### src/rtl/fir_mac_engine.sv
// Serial 5-tap FIR multiply-accumulate stage: captures the delay-line taps on start,
// runs one MAC per cycle, then rounds, shifts and saturates to a single output sample.
module fir_mac_engine #(
  parameter int NUM_TAPS = 5,
  parameter int DATA_W   = 16,
  parameter int ACC_W    = 35,
  parameter int SHIFT    = 15
) (
  input  logic                             clk_i,
  input  logic                             rst_i,
  input  logic                             start_i,
  input  logic [NUM_TAPS-1:0][DATA_W-1:0]  taps_i,
  input  logic                             coef_we_i,
  input  logic [2:0]                       coef_addr_i,
  input  logic [DATA_W-1:0]                coef_wdata_i,
  output logic                             coef_ready_o,
  output logic [DATA_W-1:0]                y_o,
  output logic                             y_valid_o,
  output logic                             busy_o,
  output logic                             overrun_o,
  input  logic                             overrun_clr_i
);

  localparam int IDX_W = $clog2(NUM_TAPS);
  localparam logic [IDX_W-1:0] LAST_IDX = IDX_W'(NUM_TAPS - 1);
  localparam logic signed [ACC_W-1:0] RND_K = ACC_W'(1) <<< (SHIFT - 1);
  localparam logic signed [ACC_W-1:0] Y_MAX = ACC_W'((1 << (DATA_W - 1)) - 1);
  localparam logic signed [ACC_W-1:0] Y_MIN = ACC_W'(-(1 << (DATA_W - 1)));

  typedef enum logic [1:0] {IDLE, MAC, OUT} state_t;

  state_t                    state, state_nxt;
  logic [IDX_W-1:0]          idx;
  logic signed [DATA_W-1:0]  tap_q  [NUM_TAPS];
  logic signed [DATA_W-1:0]  coef_q [NUM_TAPS];
  logic signed [ACC_W-1:0]   acc;
  logic signed [2*DATA_W-1:0] prod;
  logic signed [ACC_W-1:0]   prod_ext, rnd, shr;
  logic [DATA_W-1:0]         y_sat;
  logic                      coef_wr;

  assign coef_ready_o = (state == IDLE);
  assign busy_o       = (state != IDLE);
  assign coef_wr      = coef_we_i && coef_ready_o && (int'(coef_addr_i) < NUM_TAPS);

  assign prod     = tap_q[idx] * coef_q[idx];
  assign prod_ext = {{(ACC_W - 2*DATA_W){prod[2*DATA_W-1]}}, prod};

  // Round half-up, arithmetic shift, then clamp to the signed output range.
  assign rnd = acc + RND_K;
  assign shr = rnd >>> SHIFT;
  assign y_sat = (shr > Y_MAX) ? Y_MAX[DATA_W-1:0] :
                 (shr < Y_MIN) ? Y_MIN[DATA_W-1:0] : shr[DATA_W-1:0];

  always_comb begin
    state_nxt = state;
    case (state)
      IDLE:    if (start_i) state_nxt = MAC;
      MAC:     if (idx == LAST_IDX) state_nxt = OUT;
      OUT:     state_nxt = IDLE;
      default: state_nxt = IDLE;
    endcase
  end

  always_ff @(posedge clk_i or posedge rst_i) begin
    if (rst_i) begin
      state     <= IDLE;
      idx       <= '0;
      acc       <= '0;
      y_o       <= '0;
      y_valid_o <= 1'b0;
      overrun_o <= 1'b0;
      for (int i = 0; i < NUM_TAPS; i++) begin
        tap_q[i]  <= '0;
        coef_q[i] <= '0;
      end
    end else begin
      state     <= state_nxt;
      y_valid_o <= 1'b0;
      // A new overrun outranks a simultaneous clear.
      if (start_i && busy_o)   overrun_o <= 1'b1;
      else if (overrun_clr_i)  overrun_o <= 1'b0;
      if (coef_wr) coef_q[coef_addr_i[IDX_W-1:0]] <= coef_wdata_i;
      case (state)
        IDLE: if (start_i) begin
          for (int i = 0; i < NUM_TAPS; i++) tap_q[i] <= taps_i[i];
          acc <= '0;
          idx <= '0;
        end
        MAC: begin
          acc <= acc + prod_ext;
          idx <= idx + 1'b1;
        end
        OUT: begin
          y_o       <= y_sat;
          y_valid_o <= 1'b1;
        end
        default: ;
      endcase
    end
  end

endmodule

### config.mk
export PLATFORM = sky130hd
export DESIGN_NAME = fir_mac_engine
export DESIGN_NICKNAME = d
export VERILOG_FILES = /design/src/rtl/fir_mac_engine.sv
export SDC_FILE = /design/constraint.sdc
export NUM_CORES = 1
export LEC_CHECK = 0
export CAP_MARGIN = 0
export CORE_ASPECT_RATIO = 0.9
export CORE_MARGIN = 8
export CORE_UTILIZATION = 56
export CTS_CLUSTER_DIAMETER = 40
export DETAILED_ROUTE_END_ITERATION = 12
export PLACE_DENSITY_LB_ADDON = 0.12
export SYNTH_ARGS = -nofsm -noshare
export SYNTH_HDL_FRONTEND = slang
export SYNTH_SLANG_ARGS = --single-unit
### constraint.sdc
create_clock -name clk_i -period 6.9 [get_ports clk_i]
set_input_delay 0.69 -clock clk_i [delete_from_list [all_inputs] [get_ports clk_i]]
set_output_delay 0.69 -clock clk_i [all_outputs]
set_load 0.005 [all_outputs]
### Drive-strength map, run 1

Bar = 50 um.
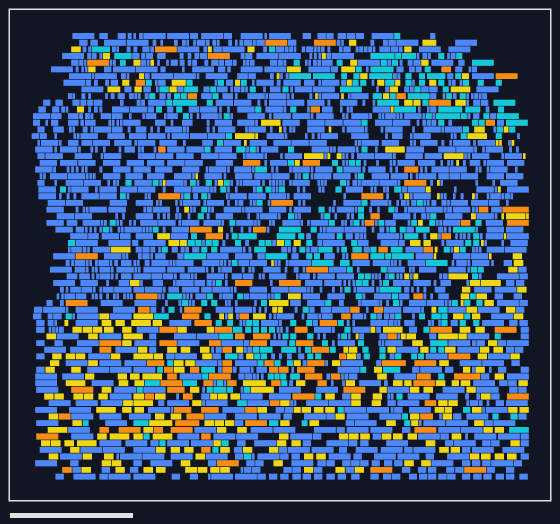
| color | size | cells | share | most used |
|---|---|---|---|---|
| orange | x6 and larger | 121 | 5.0% | buf_6 |
| blue | x1 and smaller | 1,674 | 69% | inv_1 |
| yellow | x2 | 323 | 13% | mux2_2 |
| cyan | x3 and x4 | 321 | 13% | buf_4 |

### Clock distribution, run 1

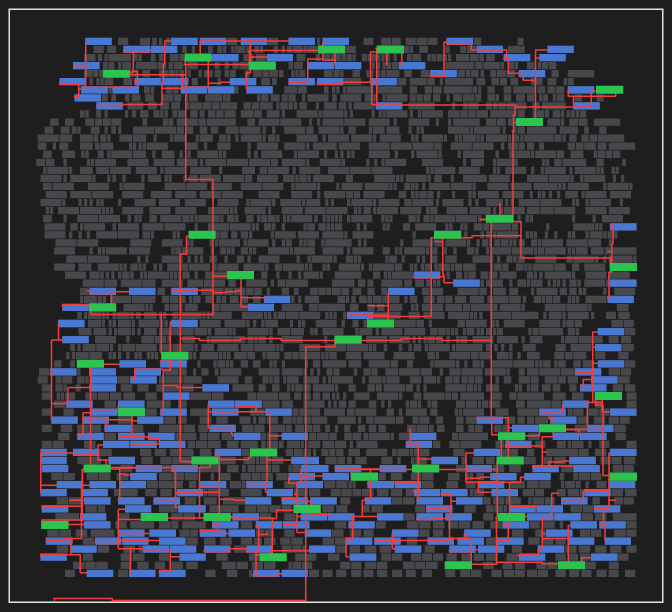
[blue] flip-flops | count: 218
[green] clock-net drivers | count: 36
[red] clock wires | length: 3,490 um
flops lie: all over the die
routed clock nets: 37

### Pin map, run 1

Pins as bars across the die edge, other pins in gray.
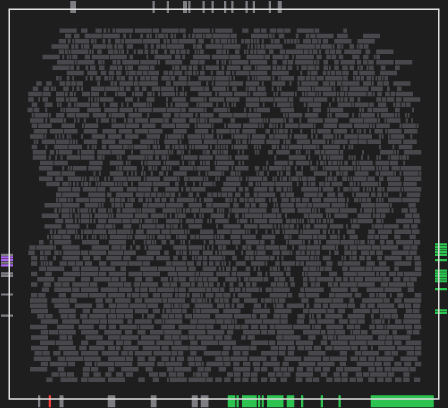
| color | port | pins | direction | edge |
|---|---|---|---|---|
| purple | `coef_addr_i` | 3 | input | left |
| green | `taps_i` | 80 | input | 66 bottom, 14 right |
| red | `rst_i` | 1 | input | bottom |
all pins by edge: 84 bottom, 17 top, 14 right, 9 left

### The clock network, run 1

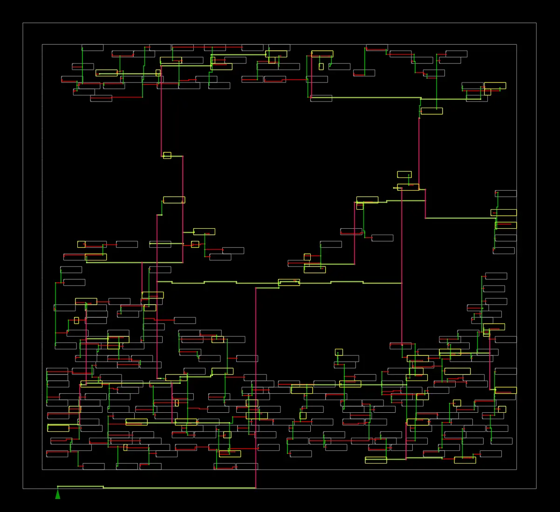
Num CTS Buffers: 36
sequential cells: 218
CTS sink cnt: 218

[run 1: sequential cells by signal, indices dropped and copies added, names as in the netlist]
name       cells
acc           35
idx            3
y_valid_o      1
state          2
tap_q         80
y_o           16
coef_q        80
overrun_o      1
[run 1: final cells by class]
cell class,instances,area share [%]
inverter,371,5.08
sequential,218,19.7
tap,483,2.18
timing repair buffer,436,14.9
clock inverter,21,0.791
clock buffer,44,3.58
antenna,1,0.00905
multi-input combinational,1349,53.7
==> reports/qor.csv, run 1 <==
stage;metric;value;unit
outcome;status;finished, violations left;
outcome;violations;negative setup slack;
final_timing;fin_crit_sh;104;%
final_timing;fin_ws;-295;ps
job;warning_count;29;
layout;postLayoutCellArea;0.0277;mm2
drt;wl_met1;25500;um
grt;met3_usage;6.69;%
critical_path;worstSetupStartpointType;register;
drt;drtAntennaViolNets;0;
final_timing;tightest_slew;1070;ps
yosys;syn_area;0.0210;mm2
floorplanning;fp_util;56.6;%
yosys;ys_sh_aoi;7.07;%
final_timing;hold_violations;0;
clock_network;cts.reportedPaths.clkPinSlew;50;ps
yosys;synth-edff-count;0;
grt;met2_usage;45.6;%
floorplanning;die_area;0.0439;mm2
layout;final_core_util;74.7;%
yosys;synthCells;2007;
hold_path;min_path_type;register to register;
floorplanning;coreArea;0.0371;mm2
place;dp.cells;2787;
yosys;yosysCellCount;2007;
critical_path;cpPeakStageDelay;530;ps
yosys;ys_sh_adder;36.0;%
yosys;ys_ff;218;
clock_network;tritoncts;done;
yosys;mux_area_share;12.0;%
layout;regArea;0.00546;mm2
yosys;logic_family;adder cells;
yosys;area_leaders;fa_1 30%, dfrtp_1 26%, mux2_2 8.9%, inv_1 6.6%, ha_1 6.4%;
job;maxCapViolCount;0;
layout;layoutNonFillerInstCount;2923;
critical_path;reg2reg_from;idx[2];
grt;grt_pass1_wl;96200;um
grt;grt_overflow;0;
grt;use_met1;37.9;%
place;post-dp-hpwl;45900;um
yosys;ys_warn_count;0;
hold_path;min_path_cells;2;
hold_path;worstHoldStart;y_o[7];
final_timing;finalSetupTns;-1900;ps
yosys;top_cell;inv_1;
final_timing;fin_crit;7190;ps
critical_path;critical_path.max_fanout;6;
drt;viasPerCell;5.48;
clock_network;cts_htree_levels;2;
drt;met3_length;4600;um
layout;fillers;2596;
clock_network;cts-root-buf;clkbuf_16;
yosys;syn-num-nets;2528;
clock_network;ctsResizeCount;136;
drt;drtIter0Drc;1170;
critical_path;cpMostUsedCell;fa_1;
final_timing;slew_violations;0;
drt;dr.pass1.iters;5;
critical_path;cp.depth;30;
yosys;postSynthAreaPerCell;10.5;um2
place;place.gp.congestion;0.989;
clock_network;cts-hold-fix-buffers;0;
clock_network;cts_setup_buffers;45;
critical_path;rr_endpoint;acc[33];
final_timing;max_slew_margin;28.7;%
yosys;synthSimpleGateAreaFrac;8.69;%
layout;logic_area;0.0149;mm2
layout;final_common_cell;inv_1;
layout;syn2layout_area_growth;31.8;%
yosys;ys_area;0.0210;mm2
yosys;synthDominantCellAreaShare;29.6;%
critical_path;r2r_cells;30;
critical_path;crit_start;idx[2];
final_timing;rsz0062_at_grt;yes;
final_timing;max_freq;139;MHz
yosys;synth_seq_share;26.0;%
floorplanning;die_width;220;um
yosys;top_area_cell;fa_1;
critical_path;cp_num_buf_inv;10;
place;pre_cts_ws;-630;ps
yosys;flop_cell;dfrtp_1;
critical_path;endpoint;acc[33];
yosys;ys_types;60;
yosys;top_cells_by_count;371 x inv_1, 310 x fa_1, 218 x dfrtp_1, 194 x nand2_1, 165 x mux2_2;
critical_path;cp.arrival;7620;ps
grt;track_usage;28.4;%
floorplanning;core.rowCount;67;
critical_path;r2r_setup_slack;-290;ps
clock_network;cts_buffer_depth;3;
drt;met2_length;28400;um
layout;layout_top_cells;338 x inv_1, 296 x fa_1, 240 x buf_4;
grt;grt_busiest_layer;met2;
place;dpl_cell_area;0.0247;mm2
drt;vias;16000;
critical_path;cp_top_family;adder cells;
critical_path;worstSetupPathType;register to register;
drt;highest_layer;met5;
layout;layout.nets;2933;
yosys;synth-xor-area-share;2.34;%
yosys;synth-async-reset-ratio;100;%
floorplanning;die_h;200;um
drt;wl_per_cell;20.6;um
critical_path;cp_slowest_cell;fa_1;
final_timing;hold-worst-slack;478;ps
hold_path;whs_endpoint;y_o[7];
critical_path;cp.required;7320;ps
critical_path;endpoint_kind;register;
grt;grt_pass1_vias;17700;
layout;drive_gt1_share;31.4;%
final_timing;setup_violations;13;
clock_network;insertion_delay;540;ps
grt;grt_max_degree;90;
drt;drt_wl_total;60100;um
floorplanning;pin_count;124;
grt;antenna_found_initial;1;
place;port_buffers;123;
final_timing;finClkSkew;15.8;ps
drt;drc;0;
### Met4 routing, run 1

Bar = 50 um.
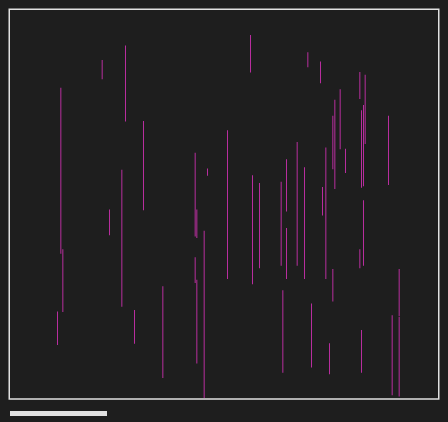

==> inputs of run 2 (changes only) <==
Settings changed: REMOVE_ABC_BUFFERS set to 1.
### Met4 routing, run 2

Bar = 50 um.
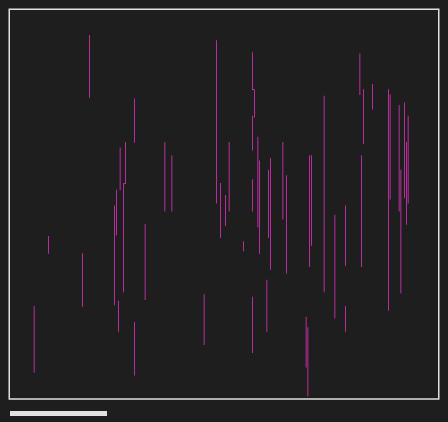
wire length on this layer: 1,940 um
main direction: vertical
share of all routed wire: 3.5%
longest straight run: 114 um

### Drive-strength map, run 2

Bar = 50 um.
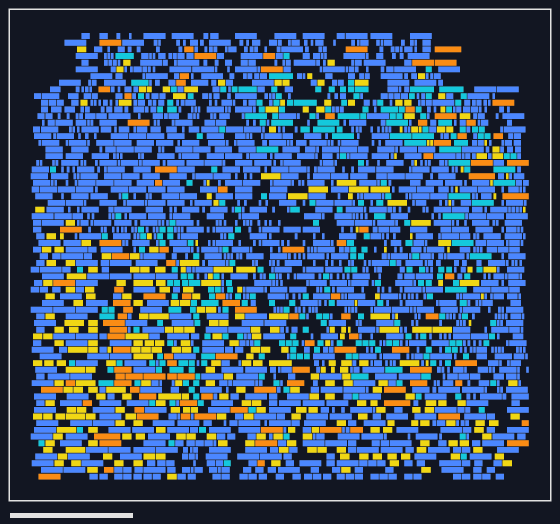
| color | size | cells | share | most used |
|---|---|---|---|---|
| blue | x1 and smaller | 1,695 | 71% | inv_1 |
| orange | x6 and larger | 105 | 4.4% | clkbuf_16 |
| yellow | x2 | 315 | 13% | mux2_2 |
| cyan | x3 and x4 | 280 | 12% | buf_4 |

==> run 2 against run 1 <==
Net effect: the run still ends with negative setup slack left; largest cell class unchanged; setup slack improved by 94 ps; synthesized area unchanged; cell area decreased by 2.3%; wire length decreased by 6.9%.
==> reports/qor.csv, run 2 <==
stage;metric;value;unit
layout;final_common_cell;inv_1;
drt;drtIter0Drc;1014;
drt;wl_per_cell;19.5;um
place;place.gp.congestion;0.917;
yosys;postSynthAreaPerCell;10.5;um2
grt;antenna_found_initial;0;
critical_path;cp_slowest_cell;fa_1;
critical_path;r2r_setup_slack;-200;ps
critical_path;worstSetupPathType;register to register;
critical_path;reg2reg_from;idx[0];
drt;drc;0;
critical_path;cp_top_family;adder cells;
critical_path;cp.arrival;7490;ps
floorplanning;die_width;220;um
job;warning_count;28;
clock_network;tritoncts;done;
clock_network;cts_buffer_depth;3;
final_timing;finClkSkew;44.5;ps
floorplanning;pin_count;124;
yosys;synthSimpleGateAreaFrac;8.69;%
yosys;top_cells_by_count;371 x inv_1, 310 x fa_1, 218 x dfrtp_1, 194 x nand2_1, 165 x mux2_2;
grt;met2_usage;46.2;%
final_timing;setup_violations;11;
yosys;synth-edff-count;0;
floorplanning;die_area;0.0439;mm2
clock_network;cts.reportedPaths.clkPinSlew;60;ps
critical_path;r2r_cells;28;
layout;diodes;0;
layout;postLayoutCellArea;0.0270;mm2
yosys;synth_seq_share;26.0;%
hold_path;min_path_type;register to register;
yosys;mux_area_share;12.0;%
yosys;top_area_cell;fa_1;
yosys;top_cell;inv_1;
drt;drt_wl_total;56000;um
final_timing;fin_crit_sh;103;%
final_timing;tightest_slew;1120;ps
yosys;syn_area;0.0210;mm2
place;dpl_cell_area;0.0243;mm2
outcome;status;finished, violations left;
yosys;yosysCellCount;2007;
floorplanning;core.rowCount;67;
final_timing;max_freq;141;MHz
clock_network;cts_htree_levels;2;
hold_path;worstHoldStart;y_o[0];
final_timing;slew_violations;0;
final_timing;hold_violations;0;
critical_path;rr_endpoint;acc[26];
critical_path;cp.depth;28;
outcome;violations;negative setup slack;
yosys;ys_sh_aoi;7.07;%
final_timing;finalSetupTns;-1260;ps
grt;grt_busiest_layer;met2;
clock_network;numClockSinks;218;
layout;drive_gt1_share;29.2;%
yosys;flop_cell;dfrtp_1;
grt;track_usage;26.6;%
floorplanning;die_h;200;um
place;pre_cts_ws;-496;ps
grt;grt_pass1_vias;17400;
clock_network;cts_buffers;35;
floorplanning;fp_util;56.6;%
critical_path;cpPeakStageDelay;540;ps
drt;vias;15700;
final_timing;hold-worst-slack;471;ps
place;port_buffers;123;
yosys;logic_family;adder cells;
yosys;ys_area;0.0210;mm2
layout;layout_top_cells;343 x inv_1, 291 x fa_1, 223 x buf_4;
grt;use_met1;33.2;%
layout;top_regs;coef_q (80), tap_q (80), acc (35);
place;post-dp-hpwl;42900;um
yosys;ys_warn_count;0;
yosys;ys_types;60;
layout;final_core_util;72.9;%
drt;dr.pass1.iters;5;
final_timing;max_slew_margin;25.1;%
critical_path;endpoint_kind;register;
drt;viasPerCell;5.47;
yosys;synthCells;2007;
layout;layout.nets;2896;
final_timing;fin_ws;-200;ps
layout;syn2layout_area_growth;28.7;%
yosys;synthDominantCellAreaShare;29.6;%
yosys;ys_sh_adder;36.0;%
critical_path;cpMostUsedCell;buf_6;
critical_path;critical_path.max_fanout;12;
place;dp.cells;2757;
critical_path;cp.required;7290;ps
yosys;synth-async-reset-ratio;100;%
final_timing;fin_crit;7100;ps
grt;grt_pass1_wl;91000;um
grt;grt_overflow;0;
floorplanning;coreArea;0.0371;mm2
[run 2: area by class of cell]
cell class | instances | area, um2 | share of cell area (%)
Tap cell | 483 | 604 | 2.24
Timing Repair Buffer | 400 | 3670 | 13.6
Inverter | 371 | 1400 | 5.19
Clock inverter | 18 | 274 | 1.01
Sequential cell | 218 | 5460 | 20.2
Clock buffer | 39 | 921 | 3.41
Multi-Input combinational cell | 1349 | 14700 | 54.3
[run 2: repair_timing]
item / CTS / global route
gates cloned: 2 / 1
endpoints found under the setup margin: 17 / 18
pin swaps: 64 / 136
endpoints found under the hold margin: 0 / 0
resized: 97 / 144
buffers inserted: 34 / 31
[run 2: metal layers]
metal	vias up	wire length [um]	share of wire (%)
li1	7106	-	-
met1	8116	22800	41
met2	407	28800	51
met3	110	2430	4.3
met4	0	1940	3.5
met5	-	0	0
### The clock network, run 2

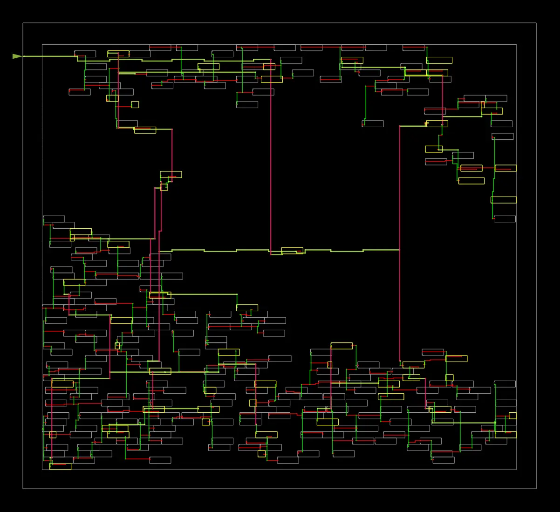

==> inputs of run 3 (changes only) <==
Settings changed: SKIP_LAST_GASP set to 1.
### The clock network, run 3

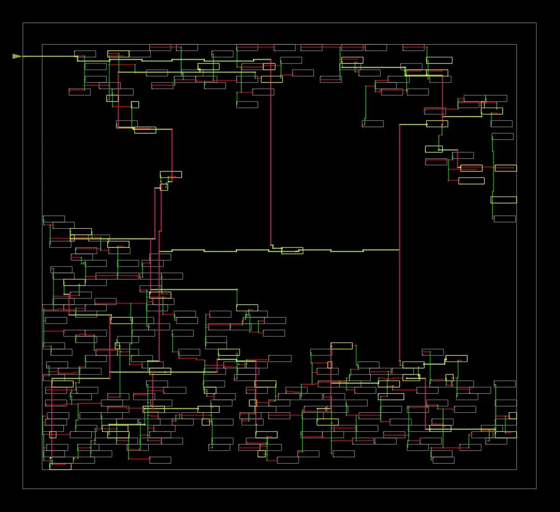
clock buffers: 39
final clock skew: 42.8 ps
Latency at later pin: 560 ps
Num CTS Buffers: 35

### Clock distribution, run 3

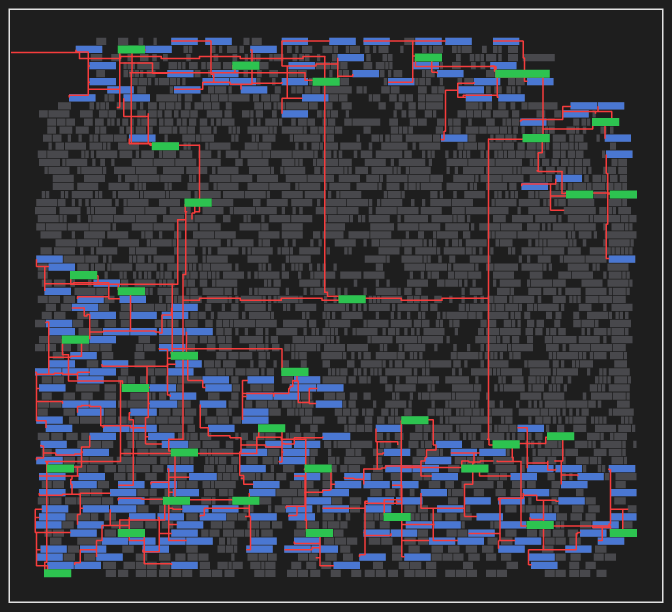
[blue] flip-flops | count: 218
[green] clock-net drivers | count: 35
[red] clock wires | length: 3,480 um
flops lie: all over the die

==> run 3 against run 2 <==
Net effect: the flow still finishes with violations (negative setup slack); wire length decreased by 2.1%; setup slack got worse by 30 ps; final cell count fell by 0.42%; largest cell class unchanged.
==> reports/qor.csv, run 3 <==
stage;metric;value;unit
layout;layout.nets;2883;
final_timing;fin_crit_sh;103;%
yosys;ys_area;0.0210;mm2
drt;wl_met1;22200;um
clock_network;cts.reportedPaths.clkPinSlew;60;ps
critical_path;cp.required;7330;ps
grt;grt_busiest_layer;met2;
final_timing;fin_crit;7130;ps
yosys;synth-edff-count;0;
critical_path;worstSetupPathType;register to register;
final_timing;fin_ws;-230;ps
layout;logic_area;0.0143;mm2
place;place.gp.congestion;0.917;
floorplanning;coreArea;0.0371;mm2
layout;postLayoutCellArea;0.0265;mm2
layout;comb_area_share;54.2;%
grt;met2_usage;46.2;%
final_timing;tightest_slew;1110;ps
final_timing;hold_violations;0;
place;post-dp-hpwl;42900;um
drt;vias;15500;
final_timing;max_freq;140;MHz
yosys;synth_seq_share;26.0;%
grt;grt_pass1_wl;91000;um
grt;grt_pass1_vias;17400;
grt;track_usage;26.6;%
final_timing;max_slew_margin;25.6;%
job;maxCapViolCount;0;
critical_path;crit_start;idx[0];
floorplanning;fp_util;56.6;%
yosys;top_cell;inv_1;
yosys;syn_area;0.0210;mm2
layout;top_area_cell_class;logic gates;
clock_network;cts-hold-fix-buffers;0;
yosys;ys_warn_count;0;
layout;diodes;1;
floorplanning;die_h;200;um
yosys;ys_sh_adder;36.0;%
yosys;ys_types;60;
critical_path;critical_path.max_fanout;5;
grt;met3_usage;4.01;%
critical_path;cpPeakStageDelay;530;ps
yosys;top_area_cell;fa_1;
yosys;synthSimpleGateAreaFrac;8.69;%
critical_path;cp_slowest_cell;fa_1;
critical_path;r2r_cells;27;
critical_path;worstSetupStartpointType;register;
clock_network;numClockSinks;218;
drt;wl_per_cell;19.1;um
yosys;postSynthAreaPerCell;10.5;um2
final_timing;rsz0062_at_grt;yes;
outcome;violations;negative setup slack;
final_timing;slew_violations;0;
drt;dr.pass1.iters;7;
layout;top_regs;coef_q (80), tap_q (80), acc (35);
layout;drive_gt1_share;25.9;%
yosys;synth-async-reset-ratio;100;%
critical_path;rr_endpoint;acc[33];
drt;met2_length;27900;um
critical_path;cpMostUsedCell;fa_1;
layout;flop-count;218;
job;warning_count;28;
outcome;status;finished, violations left;
yosys;yosysCellCount;2007;
layout;buffers;387;
yosys;logic_family;adder cells;
drt;met3_length;2640;um
grt;grt_max_degree;96;
clock_network;cts_setup_buffers;34;
final_timing;setup_violations;12;
layout;layout_top_cells;358 x inv_1, 299 x fa_1, 233 x buf_4;
layout;sh_seq_area;20.6;%
layout;syn2layout_area_growth;26.1;%
critical_path;r2r_setup_slack;-230;ps
critical_path;cp.arrival;7560;ps
==> run 3: cell count changes in the layout (fill, tap and decap cells not counted), sizes merged <==
cell / delta
diode: +1
buf: -13
==> run 3: stage by stage <==
stage	setup WS, ps	util, %	setup TNS (ps)	std cells
finish	-230	71.4	-1210	2866
floorplan	-1890	-	-31980	1938
global placement	-369	65.6	-3550	2757
global route	-488	71.4	-5550	2866
detailed placement	-496	65.6	-4450	2757
CTS	-124	70.8	-563	2850
==> run 3: worst max-delay path: cells and delay by family, from the launching register on <==
family,cells,cell delay (ps)
AOI/OAI and AO/OA,6,1170
DFF,1,420
buffers and inverters,8,770
adders and majority gates,7,3180
and+or+nand+nor,4,700
muxes,2,730
